===== src/rtl/tick_sched_pkg.sv =====
// Shared definitions for the tick scheduler.
//   - default channel count, counter width and reset divisor
//   - channel-index width helper (never narrower than one bit)
//   - per-channel state encoding
package tick_sched_pkg;

    localparam int unsigned NCH_DEFAULT = 4;
    localparam int unsigned CW_DEFAULT  = 16;
    // 1 kHz tick from a 50 MHz clk_in
    localparam int unsigned DEFAULT_DIV = 50000;

    function automatic int unsigned chan_idx_width(input int unsigned n);
        return (n > 1) ? $clog2(n) : 1;
    endfunction

    localparam int unsigned CHW = chan_idx_width(NCH_DEFAULT);

    typedef enum logic {
        StStop = 1'b0,
        StRun  = 1'b1
    } chan_state_e;

endpackage


===== src/rtl/tick_chan.sv =====
// One scheduler channel: STOP/RUN state, period counter, active and pending
// divisor, registered tick strobe and square-wave toggle.
// Ports:
//   clk_in, rst     clock, asynchronous active-high reset
//   run_req         1 = run, 0 = stop
//   sync_start      realign phase (counter and sq cleared) when running
//   wr_en, wr_div   accepted divisor write targeted at this channel
//   tick            one-cycle strobe per divisor period
//   sq              toggles on every tick
//   running         channel is in RUN
module tick_chan #(
    parameter int unsigned CW          = tick_sched_pkg::CW_DEFAULT,
    parameter int unsigned DEFAULT_DIV = tick_sched_pkg::DEFAULT_DIV
) (
    input  logic          clk_in,
    input  logic          rst,
    input  logic          run_req,
    input  logic          sync_start,
    input  logic          wr_en,
    input  logic [CW-1:0] wr_div,
    output logic          tick,
    output logic          sq,
    output logic          running
);
    import tick_sched_pkg::*;

    chan_state_e   state_q, state_d;
    logic [CW-1:0] cnt_q, cnt_d;
    logic [CW-1:0] div_act_q, div_act_d;
    logic [CW-1:0] div_pend_q, div_pend_d;
    logic          pend_valid_q, pend_valid_d;
    logic          tick_q, tick_d;
    logic          sq_q, sq_d;
    logic          wrap;

    // div_act is never zero, so the subtraction cannot underflow
    assign wrap = (cnt_q == div_act_q - CW'(1));

    always_comb begin
        state_d      = state_q;
        cnt_d        = cnt_q;
        div_act_d    = div_act_q;
        div_pend_d   = div_pend_q;
        pend_valid_d = pend_valid_q;
        tick_d       = 1'b0;
        sq_d         = sq_q;

        case (state_q)
            StStop: begin
                cnt_d = '0;
                sq_d  = 1'b0;
                // Nothing is running, so a new divisor takes effect at once
                if (wr_en) begin
                    div_act_d = wr_div;
                end
                if (run_req) begin
                    state_d = StRun;
                end
            end
            StRun: begin
                if (!run_req) begin
                    // Stop beats sync and wrap; pending (or same-cycle) divisor lands now
                    state_d      = StStop;
                    cnt_d        = '0;
                    sq_d         = 1'b0;
                    pend_valid_d = 1'b0;
                    if (pend_valid_q) begin
                        div_act_d = div_pend_q;
                    end
                    if (wr_en) begin
                        div_act_d = wr_div;
                    end
                end else begin
                    if (sync_start) begin
                        cnt_d = '0;
                        sq_d  = 1'b0;
                    end else if (wrap) begin
                        cnt_d  = '0;
                        tick_d = 1'b1;
                        sq_d   = ~sq_q;
                    end else begin
                        cnt_d = cnt_q + CW'(1);
                    end
                    // A period boundary consumes the value pending before this edge
                    if ((sync_start || wrap) && pend_valid_q) begin
                        div_act_d    = div_pend_q;
                        pend_valid_d = 1'b0;
                    end
                    // A write landing on a boundary waits for the next one
                    if (wr_en) begin
                        div_pend_d   = wr_div;
                        pend_valid_d = 1'b1;
                    end
                end
            end
            default: begin
                state_d = StStop;
            end
        endcase
    end

    always_ff @(posedge clk_in or posedge rst) begin
        if (rst) begin
            state_q      <= StStop;
            cnt_q        <= '0;
            div_act_q    <= CW'(DEFAULT_DIV);
            div_pend_q   <= '0;
            pend_valid_q <= 1'b0;
            tick_q       <= 1'b0;
            sq_q         <= 1'b0;
        end else begin
            state_q      <= state_d;
            cnt_q        <= cnt_d;
            div_act_q    <= div_act_d;
            div_pend_q   <= div_pend_d;
            pend_valid_q <= pend_valid_d;
            tick_q       <= tick_d;
            sq_q         <= sq_d;
        end
    end

    assign tick    = tick_q;
    assign sq      = sq_q;
    assign running = (state_q == StRun);

endmodule


===== src/rtl/tick_sched.sv =====
// Multi-channel tick/strobe scheduler. Produces per-channel clock-enable
// strobes and 50%-duty toggles from clk_in with run-time programmable divisors.
// Ports:
//   clk_in, rst              clock, asynchronous active-high reset
//   run_req[NCH]             per-channel run level
//   sync_start               phase-align all running channels
//   cfg_wr, cfg_ch, cfg_div  divisor write request
//   cfg_ack, cfg_err         one-cycle write accepted / rejected
//   tick[NCH], sq[NCH]       per-channel strobe and toggle
//   running[NCH]             per-channel RUN state
module tick_sched #(
    parameter int unsigned  NCH         = tick_sched_pkg::NCH_DEFAULT,
    parameter int unsigned  CW          = tick_sched_pkg::CW_DEFAULT,
    parameter int unsigned  DEFAULT_DIV = tick_sched_pkg::DEFAULT_DIV,
    localparam int unsigned CHW         = tick_sched_pkg::chan_idx_width(NCH)
) (
    input  logic           clk_in,
    input  logic           rst,
    input  logic [NCH-1:0] run_req,
    input  logic           sync_start,
    input  logic           cfg_wr,
    input  logic [CHW-1:0] cfg_ch,
    input  logic [CW-1:0]  cfg_div,
    output logic           cfg_ack,
    output logic           cfg_err,
    output logic [NCH-1:0] tick,
    output logic [NCH-1:0] sq,
    output logic [NCH-1:0] running
);
    logic           cfg_ack_q, cfg_ack_d;
    logic           cfg_err_q, cfg_err_d;
    logic           ch_valid;
    logic           div_valid;
    logic           accept;
    logic [NCH-1:0] chan_wr;

    always_comb begin
        ch_valid = 1'b0;
        chan_wr  = '0;
        // Matching against every real index also rejects cfg_ch >= NCH
        for (int unsigned i = 0; i < NCH; i++) begin
            if (cfg_ch == CHW'(i)) begin
                ch_valid = 1'b1;
            end
        end
        div_valid = (cfg_div != '0);
        accept    = cfg_wr && ch_valid && div_valid;
        for (int unsigned i = 0; i < NCH; i++) begin
            chan_wr[i] = accept && (cfg_ch == CHW'(i));
        end
        cfg_ack_d = accept;
        cfg_err_d = cfg_wr && !accept;
    end

    always_ff @(posedge clk_in or posedge rst) begin
        if (rst) begin
            cfg_ack_q <= 1'b0;
            cfg_err_q <= 1'b0;
        end else begin
            cfg_ack_q <= cfg_ack_d;
            cfg_err_q <= cfg_err_d;
        end
    end

    assign cfg_ack = cfg_ack_q;
    assign cfg_err = cfg_err_q;

    for (genvar g = 0; g < NCH; g++) begin : g_chan
        tick_chan #(
            .CW          (CW),
            .DEFAULT_DIV (DEFAULT_DIV)
        ) u_chan (
            .clk_in     (clk_in),
            .rst        (rst),
            .run_req    (run_req[g]),
            .sync_start (sync_start),
            .wr_en      (chan_wr[g]),
            .wr_div     (cfg_div),
            .tick       (tick[g]),
            .sq         (sq[g]),
            .running    (running[g])
        );
    end

endmodule

===== config.mk =====
export PLATFORM = sky130hd
export DESIGN_NAME = tick_sched
export DESIGN_NICKNAME = d
export VERILOG_FILES = /design/src/rtl/tick_sched_pkg.sv /design/src/rtl/tick_chan.sv /design/src/rtl/tick_sched.sv
export SDC_FILE = /design/constraint.sdc
export NUM_CORES = 1
export LEC_CHECK = 0
export CAP_MARGIN = 20
export CORE_MARGIN = 4
export CORE_UTILIZATION = 66
export CTS_CLUSTER_DIAMETER = 150
export CTS_CLUSTER_SIZE = 20
export DETAILED_ROUTE_END_ITERATION = 6
export DONT_BUFFER_PORTS = 1
export PLACE_DENSITY = 0.89
export SLEW_MARGIN = 15
export SYNTH_ARGS = -nofsm -noshare
export SYNTH_HDL_FRONTEND = slang
export SYNTH_SLANG_ARGS = --single-unit

===== constraint.sdc =====
create_clock -name clk_in -period 12.6 [get_ports clk_in]
set_input_delay 1.26 -clock clk_in [delete_from_list [all_inputs] [get_ports clk_in]]
set_output_delay 1.26 -clock clk_in [all_outputs]
set_load 0.1 [all_outputs]

==> flow_metrics.py, run 1 <==
# Metrics from the implementation run
metrics = {
    "cells_and_area": {
        "utilization_pct": 69.9,
        "stdcell_count": 1241,
        "layout_top_cell": "dfrtp_1",
        "fin_nets": 1042,
        "n_all_buffers": 8,
        "lay_top_cells": "186 x dfrtp_1, 152 x mux2_2, 102 x nor2_1",
    },
    "floorplanning": {
        "num_rows": 48,
        "n_tap_cell": 225,
    },
    "worst_setup_path": {
        "cpPeakStageDelay_ns": 0.65,
        "crit_type": "reg -> reg",
        "cp.depth": 8,
    },
    "detailed_routing": {
        "highest_layer": "met5",
        "met1_length_mm": 10.7,
        "vias_per_cell": 6.23,
        "first_pass_iters": 5,
        "routed_wl_mm": 24.8,
        "drc": 0,
    },
    "clocking": {
        "cts_resized": 0,
        "cts_tree": "built",
        "post_cts_buffers": 0,
        "clk_latency_ns": 0.48,
    },
    "power": {
        "p_leak_uw": 0.00502,
        "pg_comb_uw": 560,
    },
    "synthesis": {
        "top_area_share_pct": 40.3,
        "synthCells": 1031,
        "syn_avg_cell_area_um2": 11.2,
        "synth_area_mm2": 0.0115,
    },
    "place": {
        "dp_hpwl_mm": 17.4,
        "dp_cells": 1216,
        "port-buffer-count": 0,
    },
    "sta": {
        "max_freq_mhz": 278,
        "slew_viol_final": 0,
        "max_slew_margin_pct": 26.3,
        "setup_ws_ns": 9.01,
    },
    "worst_hold_path": {
        "worstHoldStart": "g_chan[1].u_chan.div_pend_q[14]",
        "hold_end": "g_chan[1].u_chan.div_pend_q[14]",
    },
    "run_status": {
        "status": "finished, final reports clean",
    },
}
## run 1: registers in the layout (all words and copies together), names as in the netlist
signal                      count
cfg_ack                         1
cfg_err                         1
g_chan.u_chan.cnt_q            64
g_chan.u_chan.div_act_q        64
g_chan.u_chan.div_pend_q       64
g_chan.u_chan.pend_valid_q      4
g_chan.u_chan.running           4
g_chan.u_chan.sq                4
g_chan.u_chan.tick              4
## run 1: cells by family (layout without fill, tap and decap cells)
group | Yosys count | in the layout | synth area share (%)
buf+inv | 68 | 53 | 2.98
simple gates | 333 | 333 | 14.9
mux | 198 | 198 | 19.9
xor+xnor | 140 | 140 | 10.6
compound gates | 74 | 74 | 4.96
flops | 210 | 210 | 45.8
fa+ha+maj | 8 | 8 | 0.868
**Run 1: clock distribution**

Scale: 2 px per µm.
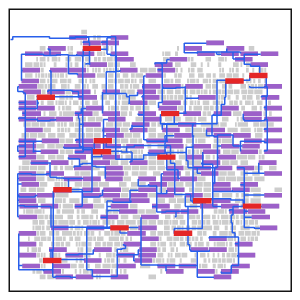
[purple] flip-flops | count: 210
[red] clock drivers | count: 14
[blue] clock wires | length: 2,400 µm
flops lie: widely spread
Worst Skew: 0.0152 ns
P_clk: 454 µW

**Run 1: I/O nets highlighted**

Scale: 3 px per µm.
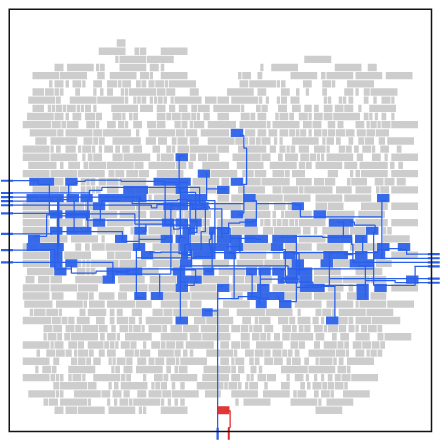
| colour | port | bits | direction | edge | end cells | buffers | wire |
|---|---|---|---|---|---|---|---|
| red | rst | 1 | input | bottom | 1 | 0 | 7.70 µm |
| blue | cfg_div | 16 | input | 9 left, 6 right, 1 bottom | 132 | 0 | 1,910 µm |

**Run 1: placed cells, one colour a class**

Scale: 2 px per µm.
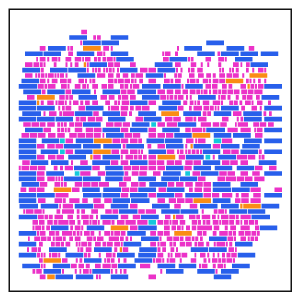
| colour | class | cells | share of their area |
|---|---|---|---|
| magenta | combinational and other logic | 774 | 51% |
| blue | flops | 210 | 45% |
| orange | clock drivers and dummy loads | 24 | 3.5% |
| cyan | other buffers and delay cells | 8 | 0.57% |

==> run 2, diff against run 1 <==
CORE_UTILIZATION = 64   (was 66)
PLACE_DENSITY = 0.87   (was 0.89)
clock period = 3.6 ns   (was 12.6 ns; I/O delays follow)
==> run 2 against run 1 <==
Net effect:
- clock-buffer cell count unchanged
- register-to-register slack got worse by 8.8 ns
- largest cell class unchanged
- critical path type unchanged
- clock power went up to 3.5 times the previous value
- critical path depth increased by 1
- highest routed layer is now met4
==> flow_metrics.py, run 2 <==
# Metrics from the implementation run
metrics = {
    "run_status": {
        "status": "finished, final reports clean",
    },
    "detailed_routing": {
        "vias": 7670,
        "vias_per_cell": 6.11,
        "met1_length_mm": 10.4,
        "highest_layer": "met4",
        "first_pass_iters": 5,
        "wl_per_cell_um": 19.0,
        "drc": 0,
        "routed_wl_mm": 23.9,
    },
    "power": {
        "p_comb_share_pct": 28.2,
        "p_leak_uw": 0.00509,
        "power.share.clock_pct": 22.7,
        "p_clk_uw": 1590,
    },
    "grt": {
        "grt_pass1_vias": 7793,
        "grt_max_degree": 211,
        "antenna_found_initial": 0,
    },
    "sta": {
        "slew_viol_final": 0,
        "whs_ns": 0.0208,
        "setup_ws_ns": 0.173,
        "max_freq_mhz": 292,
        "max_slew_margin_pct": 33.4,
        "fin_skew_ns": 0.0162,
    },
    "worst_setup_path": {
        "crit_type": "reg -> reg",
        "cp.depth": 9,
        "cpPeakStageDelay_ns": 0.51,
        "reg2reg_slack_ns": 0.17,
    },
    "clocking": {
        "clk_latency_ns": 0.48,
        "cts-htree-levels": 1,
        "cts_tree": "built",
        "post_cts_buffers": 0,
    },
    "synthesis": {
        "synthCells": 1031,
        "synth-main-ff-cell": "dfrtp_1",
        "top_area_share_pct": 40.3,
        "syn_avg_cell_area_um2": 11.2,
        "synth_area_mm2": 0.0115,
    },
    "place": {
        "dp_hpwl_mm": 16.3,
        "dp_cells": 1223,
        "port-buffer-count": 0,
    },
    "cells_and_area": {
        "nFlopsAndLatches": 210,
        "n_all_buffers": 22,
        "utilization_pct": 69.8,
        "lay_top_cells": "186 x dfrtp_1, 152 x mux2_2, 103 x nor2_1",
        "layout_top_cell": "dfrtp_1",
        "top_regs": "g_chan.u_chan.cnt_q: 64 flops, g_chan.u_chan.div_act_q: 64 flops, g_chan.u_chan.div_pend_q: 64 flops",
        "logic_gates": 753,
        "fin_nets": 1056,
        "stdcell_count": 1255,
        "comb_area_share_pct": 48.5,
    },
    "worst_hold_path": {
        "worstHoldStart": "run_req[3]",
        "hold_end": "g_chan[3].u_chan.pend_valid_q",
    },
    "floorplanning": {
        "num_rows": 48,
        "dieHeight_um": 142,
        "n_tap_cell": 225,
    },
}
[run 2: cell types whose count changed in the layout (fill, tap and decap cells not counted), sizes merged]
cell	previous run	this run
buf	8	15
dlygate4sd3	0	7
inv	22	21
clkinvlp	0	1
[run 2: kinds of logic (layout without fill, tap and decap cells)]
family	count (synthesis)	in the layout	share of synthesized area (%)
AND/OR/NAND/NOR	333	333	14.9
adder cells (fa/ha/maj)	8	8	0.868
buffers and inverters	68	67	2.98
multiplexers	198	198	19.9
flip-flops	210	210	45.8
AND-OR/OR-AND	74	74	4.96
XOR/XNOR	140	140	10.6
[run 2: timing repair]
| action | CTS | global route |
|---|---|---|
| resized | 0 | 0 |
| hold endpoints to repair | 10 | 57 |
| hold buffers | 6 | 1 |
**Run 2: I/O nets highlighted**

Scale: 3 px per µm.
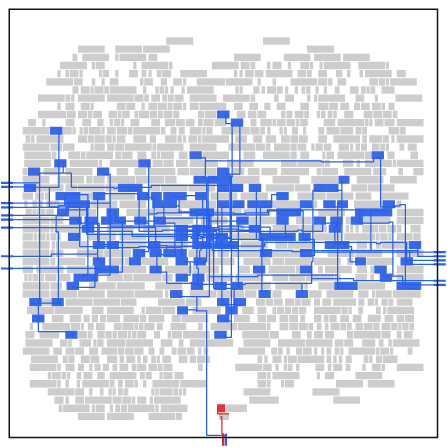
| colour | port | bits | direction | edge | end cells | buffers | wire |
|---|---|---|---|---|---|---|---|
| blue | cfg_div | 16 | input | 9 left, 6 right, 1 bottom | 132 | 0 | 2,640 µm |
| red | rst | 1 | input | bottom | 1 | 1 | 12.9 µm |

**Run 2: clock distribution**

Scale: 2 px per µm.
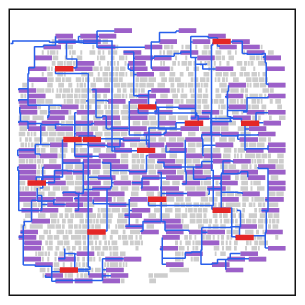
[red] clock drivers | count: 14
[blue] clock wires | length: 2,410 µm
[purple] flip-flops | count: 210
flops lie: widely spread
routed clock nets: 15

Power and IR drop assume default switching activity.
